Fig. 1: run 1, M3 wires
The bar under the picture is 20 µm long.
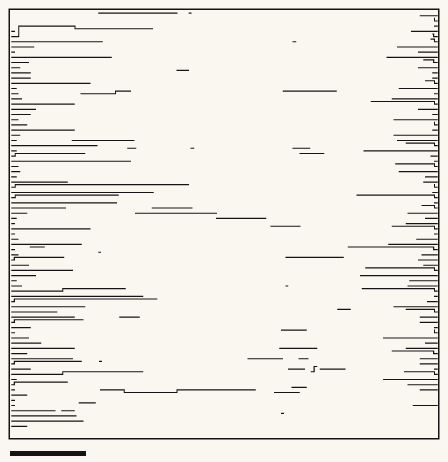
Fig. 2: run 1, placed cells, one color a class
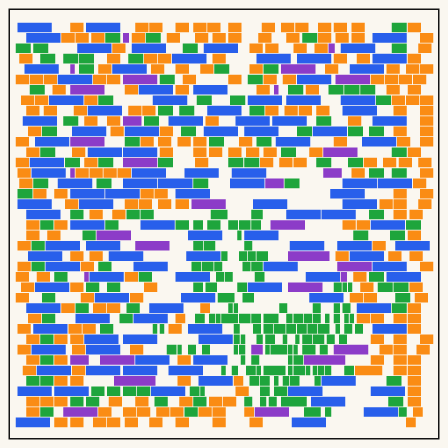
Fig. 3: run 1, local utilization
11 x 11 tiles, from white (low) to dark blue (high), 0 to 100% covered.
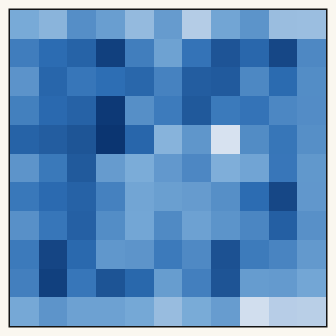
### config.mk
export PLATFORM = sky130hd
export DESIGN_NAME = axi4_lite_master_flat
export DESIGN_NICKNAME = d
export VERILOG_FILES = /design/src/rtl/axi4_lite_master_if.sv /design/src/rtl/axi4_lite_master.sv /design/src/flat_wrapper.sv
export SDC_FILE = /design/constraint.sdc
export NUM_CORES = 1
export LEC_CHECK = 0
export CAP_MARGIN = 20
export CORE_MARGIN = 1
export CORE_UTILIZATION = 44
export DETAILED_ROUTE_END_ITERATION = 8
export PLACE_DENSITY_LB_ADDON = 0.1
export SYNTH_ARGS = -nofsm -noshare
export SYNTH_HDL_FRONTEND = slang
export SYNTH_SLANG_ARGS = --single-unit
export TNS_END_PERCENT = 5
### constraint.sdc
create_clock -name clk -period 4.28 [get_ports clk]
set_clock_uncertainty 0.2 [all_clocks]
set_input_delay 0.856 -clock clk [delete_from_list [all_inputs] [get_ports clk]]
set_output_delay 0.856 -clock clk [all_outputs]
set_load 0.02 [all_outputs]
### src/rtl/axi4_lite_master_if.sv
// AXI4-Lite bundle shared by the command-driven master and its register slave.
// The master modport drives requests; the slave modport returns readys and responses.
interface axi4_lite_if #(
  parameter int ADDR_W = 32
) ();
  logic [ADDR_W-1:0] awaddr;
  logic              awvalid;
  logic              awready;
  logic [31:0]       wdata;
  logic [3:0]        wstrb;
  logic              wvalid;
  logic              wready;
  logic [1:0]        bresp;
  logic              bvalid;
  logic              bready;
  logic [ADDR_W-1:0] araddr;
  logic              arvalid;
  logic              arready;
  logic [31:0]       rdata;
  logic [1:0]        rresp;
  logic              rvalid;
  logic              rready;

  modport master (
    output awaddr, awvalid, wdata, wstrb, wvalid, bready, araddr, arvalid, rready,
    input  awready, wready, bresp, bvalid, arready, rdata, rresp, rvalid
  );

  modport slave (
    input  awaddr, awvalid, wdata, wstrb, wvalid, bready, araddr, arvalid, rready,
    output awready, wready, bresp, bvalid, arready, rdata, rresp, rvalid
  );
endinterface

### src/rtl/axi4_lite_master.sv
// Command-driven AXI4-Lite master: one outstanding read or write, response returned on a
// valid/ready port, with an optional watchdog that aborts transactions to a hung slave.
module axi4_lite_master #(
  parameter int ADDR_W         = 32,
  parameter int TIMEOUT_CYCLES = 256
) (
  input  logic              clk,
  input  logic              rst_n,
  input  logic              cmd_valid,
  output logic              cmd_ready,
  input  logic              cmd_write,
  input  logic [ADDR_W-1:0] cmd_addr,
  input  logic [31:0]       cmd_wdata,
  input  logic [3:0]        cmd_wstrb,
  output logic              rsp_valid,
  input  logic              rsp_ready,
  output logic [31:0]       rsp_rdata,
  output logic [1:0]        rsp_resp,
  output logic              rsp_timeout,
  axi4_lite_if.master       axi_if
);

  typedef enum logic [2:0] {IDLE, WR_REQ, WR_RESP, RD_REQ, RD_RESP, DONE} state_t;

  localparam int CNT_W = (TIMEOUT_CYCLES > 0) ? $clog2(TIMEOUT_CYCLES + 1) : 1;
  localparam logic [CNT_W-1:0] CNT_LAST = (TIMEOUT_CYCLES > 0) ? CNT_W'(TIMEOUT_CYCLES - 1) : '0;
  localparam logic [CNT_W-1:0] CNT_MAX  = '1;

  state_t            state, state_n;
  logic [CNT_W-1:0]  cnt;
  logic [ADDR_W-1:0] addr_q, addr_n;
  logic [31:0]       wdata_q, wdata_n;
  logic [3:0]        wstrb_q, wstrb_n;
  logic              awvalid_q, awvalid_n, wvalid_q, wvalid_n, bready_q, bready_n;
  logic              arvalid_q, arvalid_n, rready_q, rready_n;
  logic              rsp_valid_n, rsp_timeout_n;
  logic [31:0]       rsp_rdata_n;
  logic [1:0]        rsp_resp_n;
  logic              wd_fire, aw_ok, w_ok;

  // Gating with rst_n keeps cmd_ready low while reset is held even though the state is IDLE.
  assign cmd_ready = (state == IDLE) && rst_n;
  assign wd_fire   = (TIMEOUT_CYCLES > 0) && (cnt == CNT_LAST);
  assign aw_ok     = !awvalid_q || axi_if.awready;
  assign w_ok      = !wvalid_q  || axi_if.wready;

  assign axi_if.awaddr  = addr_q;
  assign axi_if.araddr  = addr_q;
  assign axi_if.wdata   = wdata_q;
  assign axi_if.wstrb   = wstrb_q;
  assign axi_if.awvalid = awvalid_q;
  assign axi_if.wvalid  = wvalid_q;
  assign axi_if.bready  = bready_q;
  assign axi_if.arvalid = arvalid_q;
  assign axi_if.rready  = rready_q;

  always_comb begin
    state_n       = state;
    addr_n        = addr_q;
    wdata_n       = wdata_q;
    wstrb_n       = wstrb_q;
    awvalid_n     = awvalid_q;
    wvalid_n      = wvalid_q;
    bready_n      = bready_q;
    arvalid_n     = arvalid_q;
    rready_n      = rready_q;
    rsp_valid_n   = rsp_valid;
    rsp_rdata_n   = rsp_rdata;
    rsp_resp_n    = rsp_resp;
    rsp_timeout_n = rsp_timeout;
    case (state)
      IDLE: begin
        if (cmd_valid) begin
          addr_n  = cmd_addr;
          wdata_n = cmd_wdata;
          wstrb_n = cmd_wstrb;
          if (cmd_write) begin
            awvalid_n = 1'b1;
            wvalid_n  = 1'b1;
            state_n   = WR_REQ;
          end else begin
            arvalid_n = 1'b1;
            state_n   = RD_REQ;
          end
        end
      end
      WR_REQ: begin
        if (awvalid_q && axi_if.awready) awvalid_n = 1'b0;
        if (wvalid_q && axi_if.wready)   wvalid_n  = 1'b0;
        if (aw_ok && w_ok) begin
          bready_n = 1'b1;
          state_n  = WR_RESP;
        end else if (wd_fire) begin
          state_n = DONE;
        end
      end
      WR_RESP: begin
        if (axi_if.bvalid) begin
          bready_n      = 1'b0;
          rsp_resp_n    = axi_if.bresp;
          rsp_rdata_n   = '0;
          rsp_timeout_n = 1'b0;
          rsp_valid_n   = 1'b1;
          state_n       = DONE;
        end else if (wd_fire) begin
          state_n = DONE;
        end
      end
      RD_REQ: begin
        if (axi_if.arready) begin
          arvalid_n = 1'b0;
          rready_n  = 1'b1;
          state_n   = RD_RESP;
        end else if (wd_fire) begin
          state_n = DONE;
        end
      end
      RD_RESP: begin
        if (axi_if.rvalid) begin
          rready_n      = 1'b0;
          rsp_resp_n    = axi_if.rresp;
          rsp_rdata_n   = axi_if.rdata;
          rsp_timeout_n = 1'b0;
          rsp_valid_n   = 1'b1;
          state_n       = DONE;
        end else if (wd_fire) begin
          state_n = DONE;
        end
      end
      DONE: begin
        if (rsp_ready) begin
          rsp_valid_n = 1'b0;
          state_n     = IDLE;
        end
      end
      default: state_n = IDLE;
    endcase
    // Watchdog abort: only reached when no completing handshake moved us elsewhere.
    if (state != DONE && state != IDLE && state_n == DONE && !rsp_valid_n) begin
      awvalid_n     = 1'b0;
      wvalid_n      = 1'b0;
      bready_n      = 1'b0;
      arvalid_n     = 1'b0;
      rready_n      = 1'b0;
      rsp_resp_n    = 2'b10;
      rsp_rdata_n   = '0;
      rsp_timeout_n = 1'b1;
      rsp_valid_n   = 1'b1;
    end
  end

  always_ff @(posedge clk or negedge rst_n) begin
    if (!rst_n) begin
      state       <= IDLE;
      cnt         <= '0;
      addr_q      <= '0;
      wdata_q     <= '0;
      wstrb_q     <= '0;
      awvalid_q   <= 1'b0;
      wvalid_q    <= 1'b0;
      bready_q    <= 1'b0;
      arvalid_q   <= 1'b0;
      rready_q    <= 1'b0;
      rsp_valid   <= 1'b0;
      rsp_rdata   <= '0;
      rsp_resp    <= '0;
      rsp_timeout <= 1'b0;
    end else begin
      state       <= state_n;
      addr_q      <= addr_n;
      wdata_q     <= wdata_n;
      wstrb_q     <= wstrb_n;
      awvalid_q   <= awvalid_n;
      wvalid_q    <= wvalid_n;
      bready_q    <= bready_n;
      arvalid_q   <= arvalid_n;
      rready_q    <= rready_n;
      rsp_valid   <= rsp_valid_n;
      rsp_rdata   <= rsp_rdata_n;
      rsp_resp    <= rsp_resp_n;
      rsp_timeout <= rsp_timeout_n;
      if (state_n != state)
        cnt <= '0;
      else if (state != IDLE && state != DONE && cnt != CNT_MAX)
        cnt <= cnt + 1'b1;
    end
  end

endmodule

### src/flat_wrapper.sv
// flat-port wrapper written by rule: the top's interface ports become plain ports
module axi4_lite_master_flat 
#(
  parameter int ADDR_W         = 32,
  parameter int TIMEOUT_CYCLES = 256
)
  (clk, rst_n, cmd_valid, cmd_ready, cmd_write, cmd_addr, cmd_wdata, cmd_wstrb, rsp_valid, rsp_ready, rsp_rdata, rsp_resp, rsp_timeout, axi_if_awaddr, axi_if_awvalid, axi_if_wdata, axi_if_wstrb, axi_if_wvalid, axi_if_bready, axi_if_araddr, axi_if_arvalid, axi_if_rready, axi_if_awready, axi_if_wready, axi_if_bresp, axi_if_bvalid, axi_if_arready, axi_if_rdata, axi_if_rresp, axi_if_rvalid);
  axi4_lite_if #(.ADDR_W(ADDR_W)) axi_if_i ();
  input  logic clk;
  input  logic rst_n;
  input  logic cmd_valid;
  output logic cmd_ready;
  input  logic cmd_write;
  input  logic [ADDR_W-1:0] cmd_addr;
  input  logic [31:0] cmd_wdata;
  input  logic [3:0] cmd_wstrb;
  output logic rsp_valid;
  input  logic rsp_ready;
  output logic [31:0] rsp_rdata;
  output logic [1:0] rsp_resp;
  output logic rsp_timeout;
  output wire logic [$bits(axi_if_i.awaddr)-1:0] axi_if_awaddr;
  output wire logic [$bits(axi_if_i.awvalid)-1:0] axi_if_awvalid;
  output wire logic [$bits(axi_if_i.wdata)-1:0] axi_if_wdata;
  output wire logic [$bits(axi_if_i.wstrb)-1:0] axi_if_wstrb;
  output wire logic [$bits(axi_if_i.wvalid)-1:0] axi_if_wvalid;
  output wire logic [$bits(axi_if_i.bready)-1:0] axi_if_bready;
  output wire logic [$bits(axi_if_i.araddr)-1:0] axi_if_araddr;
  output wire logic [$bits(axi_if_i.arvalid)-1:0] axi_if_arvalid;
  output wire logic [$bits(axi_if_i.rready)-1:0] axi_if_rready;
  input wire logic [$bits(axi_if_i.awready)-1:0] axi_if_awready;
  input wire logic [$bits(axi_if_i.wready)-1:0] axi_if_wready;
  input wire logic [$bits(axi_if_i.bresp)-1:0] axi_if_bresp;
  input wire logic [$bits(axi_if_i.bvalid)-1:0] axi_if_bvalid;
  input wire logic [$bits(axi_if_i.arready)-1:0] axi_if_arready;
  input wire logic [$bits(axi_if_i.rdata)-1:0] axi_if_rdata;
  input wire logic [$bits(axi_if_i.rresp)-1:0] axi_if_rresp;
  input wire logic [$bits(axi_if_i.rvalid)-1:0] axi_if_rvalid;
  assign axi_if_awaddr = axi_if_i.awaddr;
  assign axi_if_awvalid = axi_if_i.awvalid;
  assign axi_if_wdata = axi_if_i.wdata;
  assign axi_if_wstrb = axi_if_i.wstrb;
  assign axi_if_wvalid = axi_if_i.wvalid;
  assign axi_if_bready = axi_if_i.bready;
  assign axi_if_araddr = axi_if_i.araddr;
  assign axi_if_arvalid = axi_if_i.arvalid;
  assign axi_if_rready = axi_if_i.rready;
  assign axi_if_i.awready = axi_if_awready;
  assign axi_if_i.wready = axi_if_wready;
  assign axi_if_i.bresp = axi_if_bresp;
  assign axi_if_i.bvalid = axi_if_bvalid;
  assign axi_if_i.arready = axi_if_arready;
  assign axi_if_i.rdata = axi_if_rdata;
  assign axi_if_i.rresp = axi_if_rresp;
  assign axi_if_i.rvalid = axi_if_rvalid;
  axi4_lite_master #(.ADDR_W(ADDR_W), .TIMEOUT_CYCLES(TIMEOUT_CYCLES)) u_core (.clk(clk), .rst_n(rst_n), .cmd_valid(cmd_valid), .cmd_ready(cmd_ready), .cmd_write(cmd_write), .cmd_addr(cmd_addr), .cmd_wdata(cmd_wdata), .cmd_wstrb(cmd_wstrb), .rsp_valid(rsp_valid), .rsp_ready(rsp_ready), .rsp_rdata(rsp_rdata), .rsp_resp(rsp_resp), .rsp_timeout(rsp_timeout), .axi_if(axi_if_i));
endmodule
==> flow_summary.ini, run 1 <==
; flow metrics
[status]
violations = design-rule violations
status = complete, but fails checks

[worst_hold_path]
min_path_cells = 2
hp-start = u_core.rsp_timeout
hold_path.class = flip-flop to flip-flop

[pwr]
power_mw = 6.90
p_clk_share_pct = 21.1
peakVddDrop_uv = 539
power_frac_seq_pct = 29.5
power.density_mw_per_mm2 = 829
switching_share_pct = 36.4
switching_power_mw = 2.51
p_int_mw = 4.38
p_leak_nw = 3.44

[final_layout]
finalNetCount = 740
area.growth.synth_to_final_pct = 56.3
antenna_cells = 0
drive_gt1_share_pct = 17.1
final_cell_mix = clkdlybuf4s50_1, dfrtp_1, mux2_2, a32o_1
lay_top_count = clkdlybuf4s50_1

[cts]
cts_root_buffer = clkbuf_16
cts_setup_buffers = 0
cts_tree = done
cts_sinks = 121
h-tree-depth = 4
clockBufferDepth = 2
post_cts_resized = 0
cts_hold_buf = 0
insertion_delay_ns = 0.41

[setup_path]
crit_chain = nor3_1, and2_1, clkdlybuf4s50_1
critPathLaunch = u_core.state[0]
start_kind = flip-flop
critical_path_depth = 3
reg2reg_from = u_core.cnt[3]
cp_slowest_cell = clkdlybuf4s50_1
r2r_end = u_core.rsp_rdata[17]
endpoint = cmd_ready
cp_slowest_stage_delay_ns = 0.63
worstSetupPathType = flip-flop to output pin
worst_setup_path_end_kind = output pin
rr_worst_depth = 10
crit_fanout = 19

[timing]
finalHoldViolations = 0
report.final.slew_viol_count = 0
setup-violations-final = 0
fin_crit_sh_pct = 81.8
slew_headroom_pct = 44.4
tightest_slew_ns = 0.833
tns_ns = 0
rsz0062_at_grt = false

[die]
ios = 256
fp.dieH_um = 112
core.rowCount = 39
die_w_um = 112

[route]
antenna_left = 0
drc_errors = 18
drt-pass1-iter-count = 7
vias = 4130
drt-total-wl_um = 14400
dr.first_iter.drc_count = 185
vias_per_cell = 5.30
wl_per_cell_um = 18.4

[yosys]
fp_nets = 518
yosys-stat-cells = 401
synth.avg_cell_area_um2 = 13.3
edf_count = 0
ff_type = dfrtp_1
ys_types = 48
syn_inst = 401
yosysWarnings = 0
synth-seq-area-share_pct = 56.9
syn_area_mm2 = 0.00533
ys_area_mm2 = 0.00533

[global_route]
grt_overflow = 0
grt_pass1_wl_um = 22700
grtUsageTotal_pct = 23.7
grt_pass1_vias = 4276

[job]
maxCapViolations = 0
tool_warnings = 27

[placed_design]
hpwl_um = 10300
gp_congestion = 0.930
Notes on Fig. 1 above:
The layer carries 1,660 µm of wire. The wires run mostly horizontal. The layer holds 12% of the routed length.

Notes on Fig. 2 above:
Key: purple = clock drivers and dummy loads [cells 32]; blue = flops [cells 121]; green = all other logic [cells 222]; orange = other buffers and delay cells [cells 261]

Notes on Fig. 3 above:
The densest ninth of the die: middle left. The fullest tile reaches 98%. 28% of the tiles are over 75% full. The mean over all tiles is 65%.
core footprint: 0.0116 mm²
Final Core Density: 71.7%

run 1: cell families after synthesis:
kind of cell,Yosys count,synth area share [%]
DFF,121,56.9
AOI/OAI and AO/OA,75,11.9
muxes,72,15.1
buffers and inverters,62,7.78
and+or+nand+nor,61,6.46
xor gates and xnor gates,7,1.15
adders and majority gates,3,0.705
run 1: worst reg2reg max path, stage by stage, from the launching register on:
cell and delay [ns]:
dfrtp_1 0.40, and4_1 0.24, and2_1 0.15, and3_1 0.19
ha_1 0.25, nor2_1 0.08, o32ai_2 0.29, nor2_1 0.15
a2111o_1 0.50, buf_4 0.27, a32o_1 0.32
run 1: metrics by stage:
step           instances  area (µm²)  setup WS (ns)  utilization (%)  hold WS, ns
6_report             779        8320          0.780             71.7        0.276
2_1_floorplan        401        5330           1.53                -        0.352
5_1_grt              779        8320          0.714             71.7        0.311
3_3_place_gp         747        7710           1.01             66.4        0.263
3_5_place_dp         747        7710          0.969             66.4        0.271
4_1_cts              779        8320          0.801             71.7        0.285
run 1: cells in the mapped netlist, types with 2 or more instances:
cell / number / area, µm²
nand3_1: 2 / 10.0
and3_1: 3 / 18.8
a21oi_1: 6 / 30.0
mux2_2: 68 / 766
nand4_1: 4 / 25.0
buf_6: 6 / 67.6
nand2_1: 17 / 63.8
nor2b_1: 5 / 31.3
clkbuf_1: 9 / 33.8
ha_1: 3 / 37.5
a21o_1: 2 / 15.0
a21boi_1: 2 / 15.0
a211oi_1: 9 / 67.6
buf_4: 33 / 248
nor2_1: 8 / 30.0
nand3b_1: 4 / 30.0
and2_1: 7 / 43.8
inv_1: 4 / 15.0
o21ai_0: 7 / 35.0
xor2_1: 6 / 52.6
buf_2: 10 / 50.1
nand2b_1: 4 / 25.0
a31oi_1: 2 / 12.5
o21a_1: 2 / 15.0
dfrtp_1: 121 / 3030
mux2i_1: 4 / 40.0
a32o_1: 32 / 320
run 1: final cells by class:
cell class	instances	area, µm²
clock buffers	25	495
clock inverters	7	114
fillers	869	3290
inverters	4	15.0
multi-input cells	218	1880
flip-flops and latches	121	3030
well taps	143	179
repair buffers	261	2610
run 1: per-layer routing:
metal / global-route usage [%] / routed length, µm
met3: 11.7 / 1660
met2: 38.8 / 7150
met5: 0 / 0
met1: 26.5 / 5330
met4: 9.07 / 221
run 1: sequential cells by signal (all words and copies together), names as in the netlist:
register and cells:
u_core.axi_if.araddr 32, u_core.axi_if.arvalid 1, u_core.axi_if.awvalid 1, u_core.axi_if.bready 1, u_core.axi_if.rready 1, u_core.axi_if.wdata 32, u_core.axi_if.wstrb 4, u_core.axi_if.wvalid 1
u_core.cnt 9, u_core.rsp_rdata 32, u_core.rsp_resp 2, u_core.rsp_timeout 1, u_core.rsp_valid 1, u_core.state 3
run 1: power by group through the flow:
stage	Sequential [mW]	Clock, mW	Combinational (mW)
4_1_cts	2.04	1.49	3.44
2_1_floorplan	2.56	0	1.44
3_3_place_gp	2.02	0	3.37
6_report	2.03	1.46	3.41
3_5_place_dp	2.05	0	3.42
5_1_grt	2.11	1.55	3.58
Fig. 4: run 1, placement view
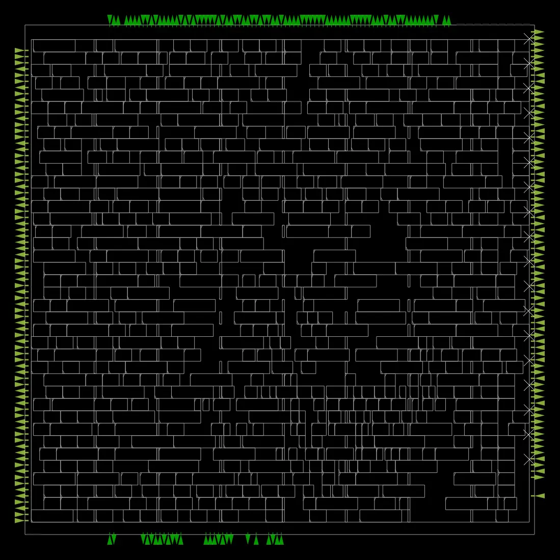

==> run 1 -> run 2 <==
- CORE_UTILIZATION: 44 -> 41
- clock period: 4.28 -> 3.4 ns (I/O delays scaled with it)
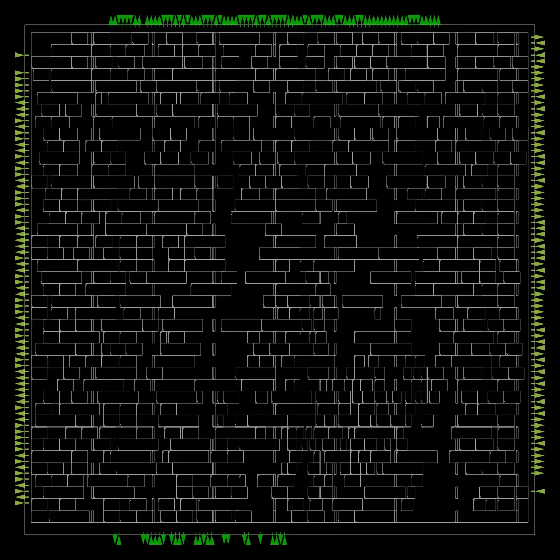
Fig. 5. Placement view (run 2).
tap cells: 172
fraction of area in registers: 36.5%
core footprint: 0.0126 mm²
final sequential cell count: 121

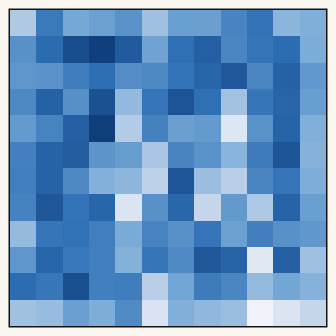
Fig. 6. Local utilization (run 2).
12 x 12 tiles, from white (low) to dark blue (high), 0 to 100% covered.
Final Core Density: 65.7%
FP Core Util: 42.2%

==> run 2 against run 1 <==
Against the previous run:
- the flow now finishes without violations
- die area is 7.2% higher
- total power up 22%
- final area fell by 0.33%
- sequential power increased by 24%
- worst hold slack got worse by 0.046 ns
- sequential cell count stayed put
- setup slack got worse by 0.52 ns
- critical endpoint unchanged
==> flow_summary.ini, run 2 <==
; flow metrics
[timing]
rsz0062_at_grt = false
fin_crit_sh_pct = 92.5
finalHoldViolations = 0
tightest_slew_ns = 0.805
slew_headroom_pct = 46.3
clock.fmax_ghz = 0.318
setup-violations-final = 0
tns_ns = 0
report.final.slew_viol_count = 0

[yosys]
syn_inst = 401
ys_types = 48
yosysWarnings = 0
ys_area_mm2 = 0.00533
top_area_cell = dfrtp_1
netlist.area_leader.share_pct = 56.9
ff_type = dfrtp_1
area_leaders = dfrtp_1, mux2_2, a32o_1
top_cell = dfrtp_1
yosys-stat-cells = 401
edf_count = 0
synth.avg_cell_area_um2 = 13.3
syn_area_mm2 = 0.00533
common_cells = dfrtp_1, mux2_2, buf_4
fp_nets = 518

[route]
wl_per_cell_um = 17.9
antenna_left = 0
dr.first_iter.drc_count = 209
drc_errors = 0
vias = 4125
drt-pass1-iter-count = 4
vias_per_cell = 5.09
drt-total-wl_um = 14500

[final_layout]
lay_top_count = clkdlybuf4s50_1
drive_gt1_share_pct = 17.1
area.growth.synth_to_final_pct = 55.8
final_cell_mix = clkdlybuf4s50_1, dfrtp_1, mux2_2, a32o_1
finalNetCount = 746
antenna_cells = 0

[cts]
cts_hold_buf = 0
cts_setup_buffers = 0
insertion_delay_ns = 0.41
cts_root_buffer = clkbuf_16
h-tree-depth = 4
clockBufferDepth = 2
cts_sinks = 121
post_cts_resized = 0

[pwr]
power_mw = 8.39
switching_power_mw = 3.14
peakVddDrop_uv = 532
p_leak_nw = 3.41
power_frac_seq_pct = 29.9
power.density_mw_per_mm2 = 1010
p_int_mw = 5.24
p_clk_share_pct = 17.7

[global_route]
grtUsageTotal_pct = 22.1
grt_antenna_before_repair = 0
grt_pass1_wl_um = 22000
grt_pass1_vias = 4179
grt_overflow = 0

[setup_path]
reg2reg_from = u_core.cnt[2]
worstSetupPathType = flip-flop to output pin
start_kind = flip-flop
r2r_end = u_core.rsp_rdata[0]
crit_chain = nor3_1, and2_1, clkdlybuf4s50_1
cp_slowest_stage_delay_ns = 0.63
rr_worst_depth = 10
cp_slowest_cell = clkdlybuf4s50_1
crit_fanout = 16

[die]
fp.dieH_um = 116
ios = 256
die_w_um = 116

[placed_design]
hpwl_um = 10500
gp_congestion = 0.881

[job]
tool_warnings = 27
maxCapViolations = 0

[worst_hold_path]
hold_path.class = input pin to asynchronous set/reset pin

[status]
status = finished, final reports clean
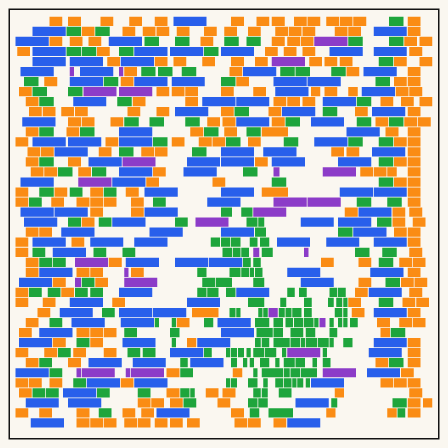
Fig. 7. Placed cells, one color a class (run 2).
Key: blue = flops [cells 121]; purple = clock drivers and dummy loads [cells 28]; green = all other logic [cells 222]; orange = other buffers and delay cells [cells 267]
fin area: 0.00830 mm²
FP Rows: 41

## run 2: cell counts after synthesis
No cell type changed its count.
## run 2: per-stage QoR
| step | cells | util (%) | hold slack, ns | worst slack (ns) | instance area, µm² |
|---|---|---|---|---|---|
| final | 810 | 65.7 | 0.229 | 0.256 | 8300 |
| after global routing | 810 | 65.7 | 0.289 | 0.103 | 8300 |
| after CTS | 810 | 65.7 | 0.255 | 0.204 | 8300 |
| after detailed placement | 782 | 62.0 | 0.266 | 0.314 | 7820 |
| after global placement | 782 | 62.0 | 0.264 | 0.372 | 7820 |
| after floorplan | 401 | - | 0.184 | 0.653 | 5330 |
## run 2: metal layers
| metal | wire (µm) | global-route usage [%] | vias to the layer above |
|---|---|---|---|
| met1 | 5570 | 25.5 | 2009 |
| li1 | - | - | 1897 |
| met5 | 0 | 0 | - |
| met3 | 1540 | 9.52 | 19 |
| met2 | 7110 | 36.0 | 200 |
| met4 | 291 | 9.23 | 0 |
## run 2: final cells by class
type	count	area, µm²
Clock inverter	5	27.5
Tap cell	172	215
Fill cell	1014	4320
Timing Repair Buffer	267	2680
Clock buffer	23	448
Sequential cell	121	3030
Multi-Input combinational cell	218	1880
Inverter	4	15.0
## run 2: worst max path at each step
stage                    start              endpoint  slack, ns  depth (start not counted)
2_1_floorplan    u_core.cnt[2]   u_core.rsp_rdata[0]       0.65                         10
3_3_place_gp     axi_if_bvalid   u_core.rsp_rdata[8]       0.37                          7
3_5_place_dp     axi_if_bvalid  u_core.rsp_rdata[19]       0.31                          7
4_1_cts        u_core.state[2]             cmd_ready       0.20                          3
5_1_grt        u_core.state[2]             cmd_ready       0.10                          3
6_report       u_core.state[2]             cmd_ready       0.26                          3
## run 2: worst reg2reg max path: stages, from the launching register on
cell and delay (ns):
dfrtp_1 0.40, and4_1 0.22, and2_1 0.15, and3_1 0.20, ha_1 0.24, nor2_1 0.08
o32ai_2 0.30, nor2_1 0.14, a2111o_1 0.54, buf_12 0.22, a32o_1 0.29
## run 2: cell families after synthesis
logic type                 after synthesis  synth area share, %
xor gates and xnor gates                 7                 1.15
and+or+nand+nor                         61                 6.46
adders and majority gates                3                0.705
muxes                                   72                 15.1
DFF                                    121                 56.9
AOI/OAI and AO/OA                       75                 11.9
buffers and inverters                   62                 7.78
## run 2: power by group through the flow
| stage | Sequential, mW | Clock (mW) | Combinational [mW] |
|---|---|---|---|
| finish | 2.51 | 1.49 | 4.39 |
| global route | 2.60 | 1.58 | 4.64 |
| CTS | 2.52 | 1.52 | 4.43 |
| detailed placement | 2.53 | 0 | 4.41 |
| global placement | 2.50 | 0 | 4.35 |
| floorplan | 3.22 | 0 | 1.82 |
Power and IR drop assume default switching activity.
